Cells colored by class:
Fill, decap, tap and diode cells in gray.
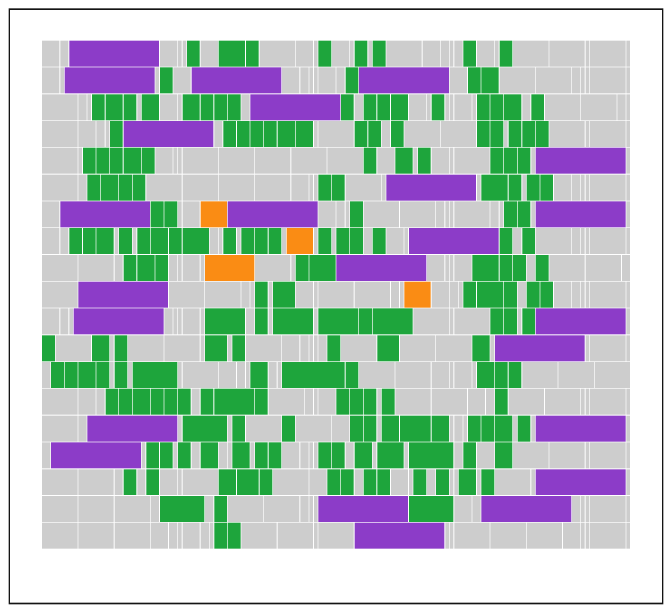
Clock nets:
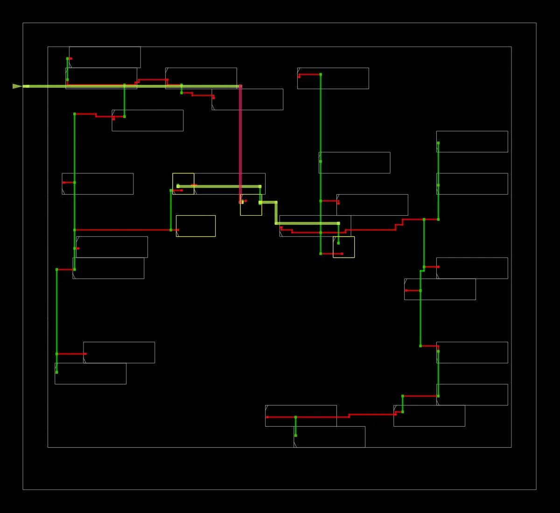
Met3 routing:
The bar under the picture is 20 µm long.
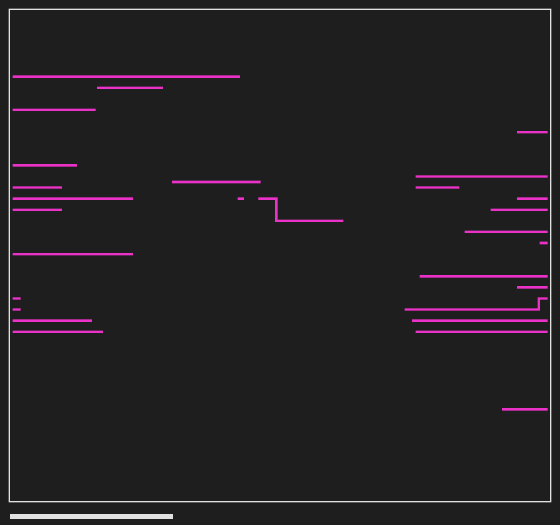
The metal 1 layer:
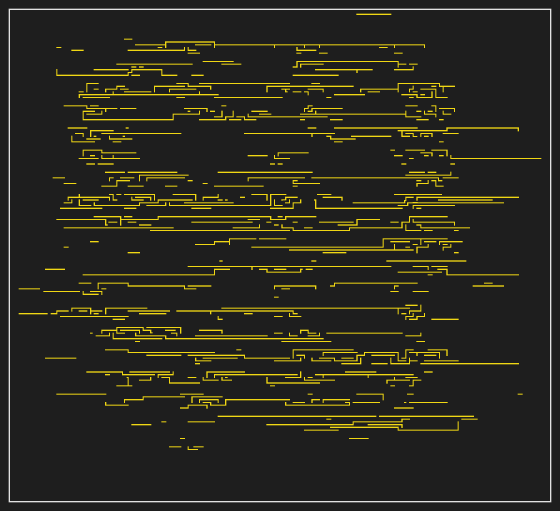
### src/rtl/shift_pkg.sv
// Shared widths, shift operation codes and sequencer states for the shift sequencer.
package shift_pkg;
  localparam int DATA_W = 16;
  localparam int AMT_W  = 4;

  typedef enum logic [1:0] {
    SHIFT_NONE = 2'b00,
    SHIFT_LSL  = 2'b01,
    SHIFT_LSR  = 2'b10,
    SHIFT_ASR  = 2'b11
  } shift_op_t;

  typedef enum logic [1:0] {
    IDLE  = 2'b00,
    SHIFT = 2'b01,
    DONE  = 2'b10
  } seq_state_t;
endpackage

### src/rtl/shifter.sv
// Single-position combinational shifter: zero latency, no flow control.
module shifter
  import shift_pkg::*;
(
  input  logic [DATA_W-1:0] shift_in,
  input  shift_op_t         shift_op,
  output logic [DATA_W-1:0] shift_out
);

  always_comb begin
    case (shift_op)
      SHIFT_LSL: shift_out = {shift_in[DATA_W-2:0], 1'b0};
      SHIFT_LSR: shift_out = {1'b0, shift_in[DATA_W-1:1]};
      SHIFT_ASR: shift_out = {shift_in[DATA_W-1], shift_in[DATA_W-1:1]};
      default:   shift_out = shift_in;
    endcase
  end

endmodule

### src/rtl/shift_sequencer.sv
// Variable-amount shift by iterating the shifter once per clock; result after N+1 cycles.
// Accepts only in IDLE; result held in DONE until out_ready.
module shift_sequencer
  import shift_pkg::*;
(
  input  logic              clk,
  input  logic              rst_n,
  input  logic              start_valid,
  output logic              start_ready,
  input  logic [DATA_W-1:0] in_data,
  input  logic [1:0]        in_op,
  input  logic [AMT_W-1:0]  in_amt,
  input  logic              cancel,
  output logic              busy,
  output logic              out_valid,
  input  logic              out_ready,
  output logic [DATA_W-1:0] out_data
);

  localparam logic [AMT_W-1:0] CNT_ONE = AMT_W'(1);

  seq_state_t        state_q, state_d;
  logic [DATA_W-1:0] data_q, data_d;
  shift_op_t         op_q, op_d;
  logic [AMT_W-1:0]  cnt_q, cnt_d;
  logic [DATA_W-1:0] shift_out;

  shifter u_shifter (
    .shift_in  (data_q),
    .shift_op  (op_q),
    .shift_out (shift_out)
  );

  always_comb begin
    state_d = state_q;
    data_d  = data_q;
    op_d    = op_q;
    cnt_d   = cnt_q;
    case (state_q)
      IDLE: begin
        if (start_valid) begin
          data_d = in_data;
          op_d   = shift_op_t'(in_op);
          cnt_d  = in_amt;
          // Nothing to iterate: present the operand unchanged next cycle.
          if (in_amt == '0 || shift_op_t'(in_op) == SHIFT_NONE) state_d = DONE;
          else                                                  state_d = SHIFT;
        end
      end
      SHIFT: begin
        if (cancel) begin
          state_d = IDLE;
        end else begin
          data_d = shift_out;
          cnt_d  = cnt_q - CNT_ONE;
          if (cnt_q == CNT_ONE) state_d = DONE;
        end
      end
      DONE: begin
        if (out_ready) state_d = IDLE;
      end
      default: state_d = IDLE;
    endcase
  end

  always_ff @(posedge clk or negedge rst_n) begin
    if (!rst_n) begin
      state_q <= IDLE;
      data_q  <= '0;
      op_q    <= SHIFT_NONE;
      cnt_q   <= '0;
    end else begin
      state_q <= state_d;
      data_q  <= data_d;
      op_q    <= op_d;
      cnt_q   <= cnt_d;
    end
  end

  assign start_ready = (state_q == IDLE);
  assign busy        = (state_q == SHIFT) || (state_q == DONE);
  assign out_valid   = (state_q == DONE);
  assign out_data    = data_q;

endmodule
### config.mk
export PLATFORM = sky130hd
export DESIGN_NAME = shift_sequencer
export DESIGN_NICKNAME = d
export VERILOG_FILES = /design/src/rtl/shift_pkg.sv /design/src/rtl/shifter.sv /design/src/rtl/shift_sequencer.sv
export SDC_FILE = /design/constraint.sdc
export NUM_CORES = 1
export LEC_CHECK = 0
export ABC_AREA = 1
export CORE_ASPECT_RATIO = 0.9
export CORE_MARGIN = 3
export CORE_UTILIZATION = 47
export DETAILED_ROUTE_END_ITERATION = 10
export DONT_BUFFER_PORTS = 1
export GPL_ROUTABILITY_DRIVEN = 0
export SYNTH_ARGS = -nofsm -noshare
export SYNTH_HDL_FRONTEND = slang
export SYNTH_SLANG_ARGS = --single-unit
### constraint.sdc
create_clock -name clk -period 3.5 [get_ports clk]
set_input_delay 0.7 -clock clk [delete_from_list [all_inputs] [get_ports clk]]
set_output_delay 0.7 -clock clk [all_outputs]
set_load 0.01 [all_outputs]
==> tab_implementation.tex <==
% Generated from flow reports
\begin{tabular}{lr}
\hline
Metric & Value \\
\hline
\multicolumn{2}{l}{\textbf{Detailed routing}} \\
DRC errors left & 0 \\
Total length of routed wires & 3470 µm \\
Violation count after the first detailed-route iteration & 95 \\
Length of routed met3 wiring & 258 µm \\
Via total after detailed routing & 1331 \\
Number of search-and-repair iterations in the first detailed-routing pass & 4 \\
Number of vias per cell & 5.10 \\
Number of nets with antenna violations after detailed routing & 0 \\
Top sig layer & met4 \\
\multicolumn{2}{l}{\textbf{STA}} \\
Total negative setup slack & 0 ns \\
Fin crit share & 0.573 \\
Fmax achieved & 499 MHz \\
Final Critical Period & 2.01 ns \\
Final setup violation count & 0 \\
Hold Fails Final Rpt & 0 \\
Worst-Margin Slew & 0.487 ns \\
Max-slew violation count & 0 \\
Relative slew slack & 0.674 \\
Worst-case clock skew & 0.0102 ns \\
\multicolumn{2}{l}{\textbf{Yosys}} \\
Avg Cell Area, Syn & 6.97 µm² \\
Floorplan net count & 252 \\
Ys cells & 220 \\
Number of different library cells in the post-synthesis netlist & 21 \\
Syn Inst Count & 220 \\
Synthesized area & 1530 µm² \\
Register share after synthesis & 0.392 \\
\multicolumn{2}{l}{\textbf{Cells and area}} \\
Layout net count & 252 \\
Diode count & 0 \\
Syn-to-layout area delta & 2.94\% \\
Final instance area & 1580 µm² \\
\multicolumn{2}{l}{\textbf{Clock tree}} \\
Clock net sink count & 24 \\
Clock Pin Slew Worst Setup and Hold Paths & 0.14 ns \\
Hold\_buf cts & 0 \\
H-tree depth & 1 \\
Clock tree root driver cell & clkbuf\_4 \\
Clock tree from TritonCTS & yes \\
Number of setup buffers added after CTS & 0 \\
\multicolumn{2}{l}{\textbf{Global route}} \\
Number of global-route vias before repair & 1227 \\
Remaining global-route overflow & 0 \\
Wire length of the first global-routing pass & 5660 µm \\
Global router's overall resource usage & 0.183 \\
\multicolumn{2}{l}{\textbf{Placed design}} \\
Total cell area at the placement stage & 1540 µm² \\
Port bufs & 0 \\
\multicolumn{2}{l}{\textbf{Setup path}} \\
Worst setup path class & reg -> reg \\
Crit path arrival time & 2.26 ns \\
Endpoint kind of the worst setup timing path & flop \\
Critical path fanouts, max & 24 \\
\multicolumn{2}{l}{\textbf{Floorplanning}} \\
Horizontal die size & 66.2 µm \\
Fp\_density & 0.496 \\
Number of ports placed on the die boundary & 46 \\
Floorplan Core Area & 3090 µm² \\
\multicolumn{2}{l}{\textbf{Pwr}} \\
Leakage Power & 0.845 nW \\
Worst ir drop on vdd & 0.000358 V \\
Total Power Consumption & 1.50 mW \\
\multicolumn{2}{l}{\textbf{Outcome}} \\
Result of the run & completed \\
\hline
\end{tabular}
-- 'cells colored by class' (at the start) --
clock drivers and dummy loads -> orange  # cells 4, share of their area 2.4%
registers -> purple  # cells 24, share of their area 39%
remaining logic cells -> green  # cells 191, share of their area 58%

-- 'clock nets' (at the start) --
Clk. pwr: 148 µW
number of buffers inserted during clock tree synthesis: 3
Seq cells: 24
number of clock buffers in the layout: 4

-- 'met3 routing' (at the start) --
longest straight run = 27.6 µm
main direction = horizontal
nets with wire on the layer = 26
wire length on this layer = 259 µm

-- 'the metal 1 layer' (at the start) --
share of all routed wire = 46%
longest straight run = 25.8 µm
wire length on this layer = 1610 µm

## routing by layer
metal  global-route usage  vias to the layer above
li1                     -                      677
met4               0.0261                        0
met1                0.242                      619
met2                0.294                       33
met5                    0                        -
met3               0.0677                        2
## critical path, cell delays in order, from the launching register on
cell	delay, ns
dfrtp_1	0.41
inv_1	0.09
ha_1	0.44
inv_4	0.21
nor2_1	0.43
nand2_1	0.13
o211ai_1	0.11
nand2_1	0.07
nand2_1	0.06
## kinds of logic after synthesis
family | count (synthesis) | share of synthesized area
fa+ha+maj | 5 | 0.0408
xor+xnor | 1 | 0.00571
simple gates | 133 | 0.371
compound gates | 27 | 0.0979
flops | 24 | 0.392
buf+inv | 30 | 0.0930
## cells in the final DEF, fill, tap and decap left out, drive strengths merged
cell type | Yosys | layout
o21ai | 19 | 19
nor2 | 20 | 20
nand2 | 102 | 102
inv | 25 | 25
a21oi | 2 | 2
nand4 | 1 | 1
ha | 5 | 5
nand3 | 9 | 9
o211ai | 6 | 6
dfrtp | 24 | 24
nand3b | 1 | 1
xor2 | 1 | 1
clkbuf | 0 | 4
## flip-flops by register name, summed over array words and instances, names as in the netlist
signal / flops
cnt_q: 4
op_q: 2
out_data: 16
state_q: 2
## power breakdown
part / total [mW] / internal (mW) / switching (mW)
registers: 0.595 / 0.416 / 0.179
clock network: 0.148 / 0.0636 / 0.0839
logic: 0.762 / 0.250 / 0.512
## cell type report
class | count | area [µm²]
Fill cell | 312 | 1510
Sequential cell | 24 | 601
Multi-Input combinational cell | 166 | 791
Clock buffer | 4 | 36.3
Tap cell | 42 | 52.6
Inverter | 25 | 98.8
## worst paths after layout
path / from / end / slack [ns] / depth (start not counted)
min in group clk: in_op[0] / op_q[0] / 0.54 / 2
worst max-delay path: state_q[1] / out_data[2] / 1.49 / 8
max in group asynchronous: rst_n / state_q[1] / 3.36 / 0
worst min-delay path: rst_n / cnt_q[2] / 0.05 / 0
worst max register to register: state_q[1] / out_data[2] / 1.49 / 8
worst min register to register: cnt_q[3] / cnt_q[3] / 0.55 / 2
## cells in the mapped netlist
master / instances / share of area
nand2_4: 3 / 0.022
nand3_4: 1 / 0.011
buf_2: 2 / 0.0065
nor2_1: 18 / 0.044
o21ai_0: 18 / 0.059
dfrtp_1: 24 / 0.39
nor2_4: 2 / 0.015
o21ai_1: 1 / 0.0033
nand2_2: 1 / 0.0041
o211ai_1: 6 / 0.029
ha_1: 5 / 0.041
inv_4: 2 / 0.0082
buf_6: 3 / 0.022
nand3b_1: 1 / 0.0049
xor2_1: 1 / 0.0057
nand4_1: 1 / 0.0041
inv_1: 22 / 0.054
a21oi_1: 2 / 0.0065
inv_2: 1 / 0.0024
nand2_1: 98 / 0.24
nand3_1: 8 / 0.026
## per-stage QoR
stage	hold slack (ns)	cells
2_1_floorplan	0.404	220
3_3_place_gp	0.405	257
3_5_place_dp	0.405	257
4_1_cts	0.0435	261
5_1_grt	0.0264	261
6_report	0.0496	261
Power figures rest on the tool's default switching activity, not on a simulated workload.
